$ cat src/rtl/instr_fetch.sv
// Instruction fetch stage: PC register, next-PC selection, trap redirection and the IF/ID
// pipeline register. The optional interrupt path is enabled by defining INSTR_FETCH_IRQ_EN;
// without it irq is ignored and epc only updates on exceptions.
module instr_fetch (
  input  logic        clk,
  input  logic        reset,
  output logic [31:0] rom_addr,
  input  logic [31:0] rom_data,
  input  logic        stall,
  input  logic        flush,
  input  logic [1:0]  pc_src,
  input  logic [31:0] branch_target,
  input  logic [25:0] jump_idx,
  input  logic [31:0] jr_target,
  input  logic        irq,
  input  logic        exc,
  output logic [31:0] if_id_instr,
  output logic [31:0] if_id_pc4,
  output logic        if_id_valid,
  output logic [31:0] epc
);

  localparam logic [31:0] ResetPc = 32'h8000_0000;
  localparam logic [31:0] IrqPc   = 32'h8000_0004;
  localparam logic [31:0] ExcPc   = 32'h8000_0008;

  logic [31:0] pc_q, pc_d;
  logic [31:0] instr_q, instr_d;
  logic [31:0] pc4_q, pc4_d;
  logic        valid_q, valid_d;
  logic [31:0] epc_q, epc_d;

  logic [31:0] pc_plus4;
  logic [31:0] jump_target;
  logic [31:0] pc_sel;
  logic        irq_take;
  logic        trap;

  // Bit 31 is the supervisor flag; only the low 31 bits increment and wrap.
  assign pc_plus4    = {pc_q[31], pc_q[30:0] + 31'd4};
  assign jump_target = {pc_plus4[31:28], jump_idx, 2'b00};

`ifdef INSTR_FETCH_IRQ_EN
  // Interrupts are masked while running in supervisor space.
  assign irq_take = irq & ~pc_q[31];
`else
  logic unused_irq;
  assign unused_irq = irq;
  assign irq_take   = 1'b0;
`endif

  assign trap = exc | irq_take;

  // Select the non-trap next PC from pc_src.
  always_comb begin
    pc_sel = pc_plus4;
    unique case (pc_src)
      2'd0: pc_sel = pc_plus4;
      2'd1: pc_sel = branch_target;
      2'd2: pc_sel = jump_target;
      2'd3: pc_sel = jr_target;
      default: pc_sel = pc_plus4;
    endcase
  end

  // Next PC, IF/ID contents and epc; flush wins over stall for IF/ID only.
  always_comb begin
    pc_d    = pc_q;
    instr_d = instr_q;
    pc4_d   = pc4_q;
    valid_d = valid_q;
    epc_d   = epc_q;

    if (exc) begin
      pc_d = ExcPc;
    end else if (irq_take) begin
      pc_d = IrqPc;
    end else if (!stall) begin
      pc_d = pc_sel;
    end

    if (trap) begin
      epc_d   = pc_q;
      instr_d = '0;
      pc4_d   = '0;
      valid_d = 1'b0;
    end else if (flush) begin
      instr_d = '0;
      pc4_d   = '0;
      valid_d = 1'b0;
    end else if (!stall) begin
      instr_d = rom_data;
      pc4_d   = pc_plus4;
      valid_d = 1'b1;
    end
  end

  // State registers with asynchronous active-low reset.
  always_ff @(posedge clk or negedge reset) begin
    if (!reset) begin
      pc_q    <= ResetPc;
      instr_q <= '0;
      pc4_q   <= '0;
      valid_q <= 1'b0;
      epc_q   <= '0;
    end else begin
      pc_q    <= pc_d;
      instr_q <= instr_d;
      pc4_q   <= pc4_d;
      valid_q <= valid_d;
      epc_q   <= epc_d;
    end
  end

  assign rom_addr    = pc_q;
  assign if_id_instr = instr_q;
  assign if_id_pc4   = pc4_q;
  assign if_id_valid = valid_q;
  assign epc         = epc_q;

endmodule

$ cat config.mk
export PLATFORM = sky130hd
export DESIGN_NAME = instr_fetch
export DESIGN_NICKNAME = d
export VERILOG_FILES = /design/src/rtl/instr_fetch.sv
export SDC_FILE = /design/constraint.sdc
export NUM_CORES = 1
export LEC_CHECK = 0
export ABC_AREA = 1
export CORE_UTILIZATION = 44
export CTS_CLUSTER_SIZE = 30
export DETAILED_ROUTE_END_ITERATION = 6
export PLACE_DENSITY = 0.82
export SYNTH_ARGS = -nofsm -noshare
export SYNTH_HDL_FRONTEND = slang
export SYNTH_SLANG_ARGS = --single-unit
$ cat constraint.sdc
create_clock -name clk -period 1.9 [get_ports clk]
set_clock_uncertainty 0.1 [all_clocks]
set_input_delay 0.19 -clock clk [delete_from_list [all_inputs] [get_ports clk]]
set_output_delay 0.19 -clock clk [all_outputs]
set_load 0.1 [all_outputs]
### Metal 1

Cells faint in the background.
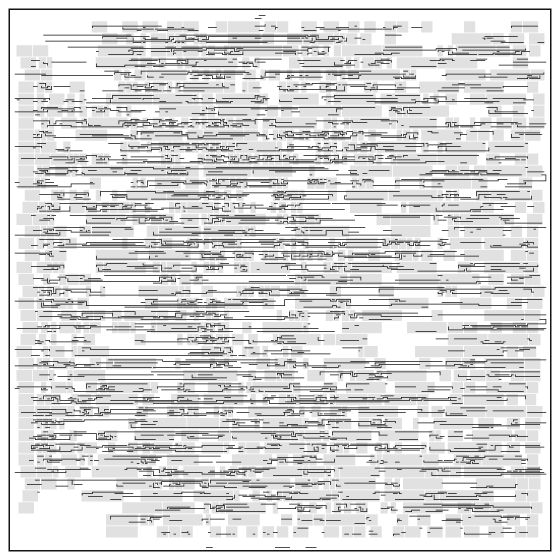
- wire length on this layer: 9,550 µm
- main direction: horizontal
- nets with wire on the layer: 1,013
- longest straight run: 50.6 µm

### The metal 2 layer

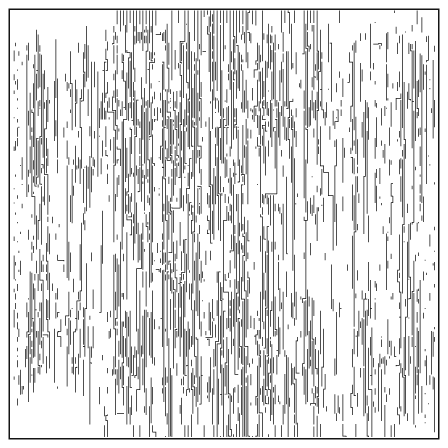
- wire length on this layer: 10,300 µm
- longest straight run: 42.0 µm
- nets with wire on the layer: 970

### M4 wires

Cells faint in the background.
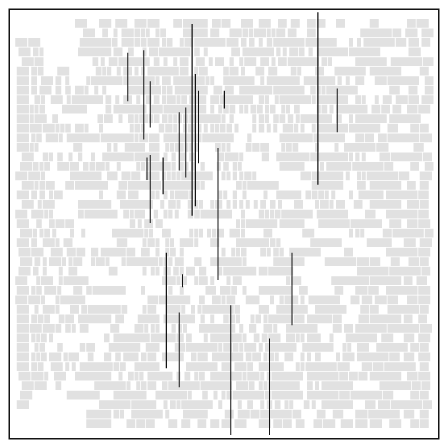
- wire length on this layer: 480 µm
- share of all routed wire: 2.1%
- nets with wire on the layer: 18
- main direction: vertical

[report_power, final]
group	internal [mW]	switching, mW
sequential	2.88	0.122
combinational	0.634	1.41
clock	2.12	1.30
[Yosys cell counts, types with 6 or more instances]
| library cell | count |
|---|---|
| nand3_1 | 95 |
| inv_2 | 6 |
| dfrtp_1 | 128 |
| nor2_4 | 8 |
| a22o_1 | 35 |
| buf_2 | 20 |
| inv_1 | 46 |
| clkbuf_1 | 12 |
| xor2_1 | 7 |
| o21ai_0 | 62 |
| a22oi_1 | 20 |
| nor2_1 | 38 |
| nand2_1 | 258 |
| nor2_2 | 6 |
[critical path, delay by kind of cell, from the launching register on]
family / cells / cell delay, ns
DFF: 1 / 0.44
buffers and inverters: 2 / 0.26
and+or+nand+nor: 6 / 0.70
adders and majority gates: 1 / 0.17
[repair_timing]
action                                  in CTS  in global routing
setup buffers                                0                  2
hold buffers                                 1                  0
gates resized                                0                  3
endpoints found under the setup margin       0                  5
endpoints found under the hold margin      106                  0
[state kept, by name, summed over array words and instances (netlist names)]
register	cells
if_id_pc4	32
rom_addr	32
epc	32
if_id_valid	1
if_id_instr	32
[layout make-up]
class	instances	area, µm²	share of cell area [%]
clock buffer	19	443	4.45
clock inverter	13	173	1.74
inverter	53	199	2.00
multi-input combinational	555	2760	27.8
sequential	129	3270	32.9
tap	180	225	2.27
timing repair buffer	300	2870	28.9
[metrics by stage]
step                instances  hold WS (ns)  power, mW  utilization (%)
floorplan                 773        -0.206       4.24                -
global placement         1214        0.0325       5.06             66.4
CTS                      1247         0.135       8.49             70.9
global route             1249         0.163       8.74             71.1
finish                   1249         0.134       8.46             71.1
detailed placement       1214        0.0354       5.08             66.4
[worst max path at each step]
stage                            start             to  slack, ns
after floorplan           rom_addr[28]   rom_addr[30]       0.02
after global placement             exc    rom_addr[3]       0.12
after detailed placement     pc_src[0]   rom_addr[13]       0.07
after CTS                  rom_addr[3]   rom_addr[20]       0.09
after global routing       rom_addr[5]   rom_addr[13]      0.007
final                      rom_addr[3]  if_id_pc4[18]       0.11
[metal layers]
metal  global-route usage (%)  vias up  part of all wire [%]
met4                     10.4        0                   2.1
met1                     40.9     3085                    43
li1                         -     3143                     -
met5                        0        -                     0
met3                     8.61       44                   9.4
met2                     49.1      344                    46
[cell families after synthesis]
family	count (synthesis)	share of synthesized area, %
compound gates	127	13.2
buf+inv	89	5.83
fa+ha+maj	1	0.197
simple gates	420	29.0
flops	129	50.8
xor+xnor	7	0.965
==> flow_summary_export.csv <==
group,metric,value,unit
yosys,synth-edff-count,0,
yosys,synth_nets,904,
yosys,async_flop_share,100,%
global_routing,antenna_found_initial,0,
cts,cts_inserted_buffers,17,
critical_path,required,2.10,ns
sta,rsz0062_at_grt,"false",
drt,route.vias.total,6616,
sta,fmax,0.560,GHz
yosys,ys.flops,129,
yosys,flop_cell,"dfrtp_1",
critical_path,rr_worst_depth,9,
yosys,topCellsByArea,"dfrtp_1 (50%), nand2_1 (15%), nand3_1 (7.5%), o21ai_0 (4.9%), a22o_1 (4.8%)",
critical_path,crit_chain,"ha_1, nand2_1, nor2_4, nand2_4, buf_12, inv_1, nand4_1, nand3_1, nand2_1",
global_routing,track_usage,31.0,%
sta,hold_viol_final,0,
sta,setup_ws,0.114,ns
die,fp-utilization,45.4,%
drt,drt_wl_total,22400,µm
sta,fin_setup_tns,0,ns
cts,clkSinkCount,129,
sta,finalSetupViolations,0,
yosys,syn_area_per_cell,8.22,µm²
drt,wl_per_cell,17.9,µm
drt,first_pass_iters,5,
yosys,ys_cells,773,
layout,design_area,0.00994,mm²
cts,cts.path.max_buffers,2,
yosys,syn_area,0.00635,mm²
die,die_w,122,µm
yosys,synth_seq_share,50.8,%
die,dieArea,0.0149,mm²
run,drv_cap,0,
critical_path,critPathMaxStageDelay,0.44,ns
critical_path,worstPathArrival,1.99,ns
cts,insertion_delay,0.42,ns
yosys,synthCells,773,
critical_path,worstPathMaxFanout,5,
placement,globalplace.congestion,0.965,
die,core_area,0.0140,mm²
yosys,yosys_warnings,0,
die,die_h,122,µm
worst_hold_path,hp-class,"primary input to async pin",
critical_path,end_kind,"flop",
critical_path,r2r_setup_slack,0.11,ns
placement,hpwl,17200,µm
drt,ant_nets,0,
global_routing,gr-total-overflow,0,
critical_path,timing.rr.end,"if_id_pc4[18]",
critical_path,startpoint_type,"flop",
cts,htree_levels,4,
global_routing,grt_max_degree,50,
pwr,peakVddDrop,0.677,mV
cts,clockRootBuffer,"clkbuf_16",
critical_path,crit_top_cell,"nand2_1",
yosys,ys_types,34,
global_routing,grt_pass1_wl,34500,µm
layout,final_cell_mix,"nand2_1 (258), buf_4 (148), clkdlybuf4s50_1 (127), dfrtp_1 (102), nand3_1 (95)",
outcome,status,"complete, no violations",
critical_path,crit_slowest_cell,"dfrtp_4",
placement,io_buffers,257,
sta,timing_worst_slew_pin_value,0.382,ns
layout,drive_gt1_share,24.6,%
run,warning_count,27,
cts,clk_pin_slew,0.06,ns
layout,fillers,1135,
yosys,top_cell_area_share,50.4,%
drt,drc_errors,0,
critical_path,crit_type,"flop to flop",
cts,cts_tree,"done",
critical_path,reg2reg_from,"rom_addr[3]",
sta,finalClockPeriodUsage,94.0,%
pwr,powerDensity,851,mW/mm²
placement,pre_cts_ws,0.0723,ns
sta,slew_viol_final,0,
layout,area_growth,56.6,%
pwr,cellLeakagePower,4.74,nW
die,boundaryPins,259,
sta,relSlewSlack,74.3,%
drt,drt_iter0_drc,650,
layout,layout_top_cell,"nand2_1",
die,num_rows,43,
global_routing,grt_pass1_vias,6476,
layout,nets,1187,
drt,vias_per_cell,5.30,
yosys,top_area_cell,"dfrtp_1",
placement,dpl_cell_area,0.00929,mm²
layout,diodes,0,
yosys,yosys-stat-area,0.00635,mm²
sta,fin_crit,1.79,ns
Power is estimated from default activity; no workload was simulated.
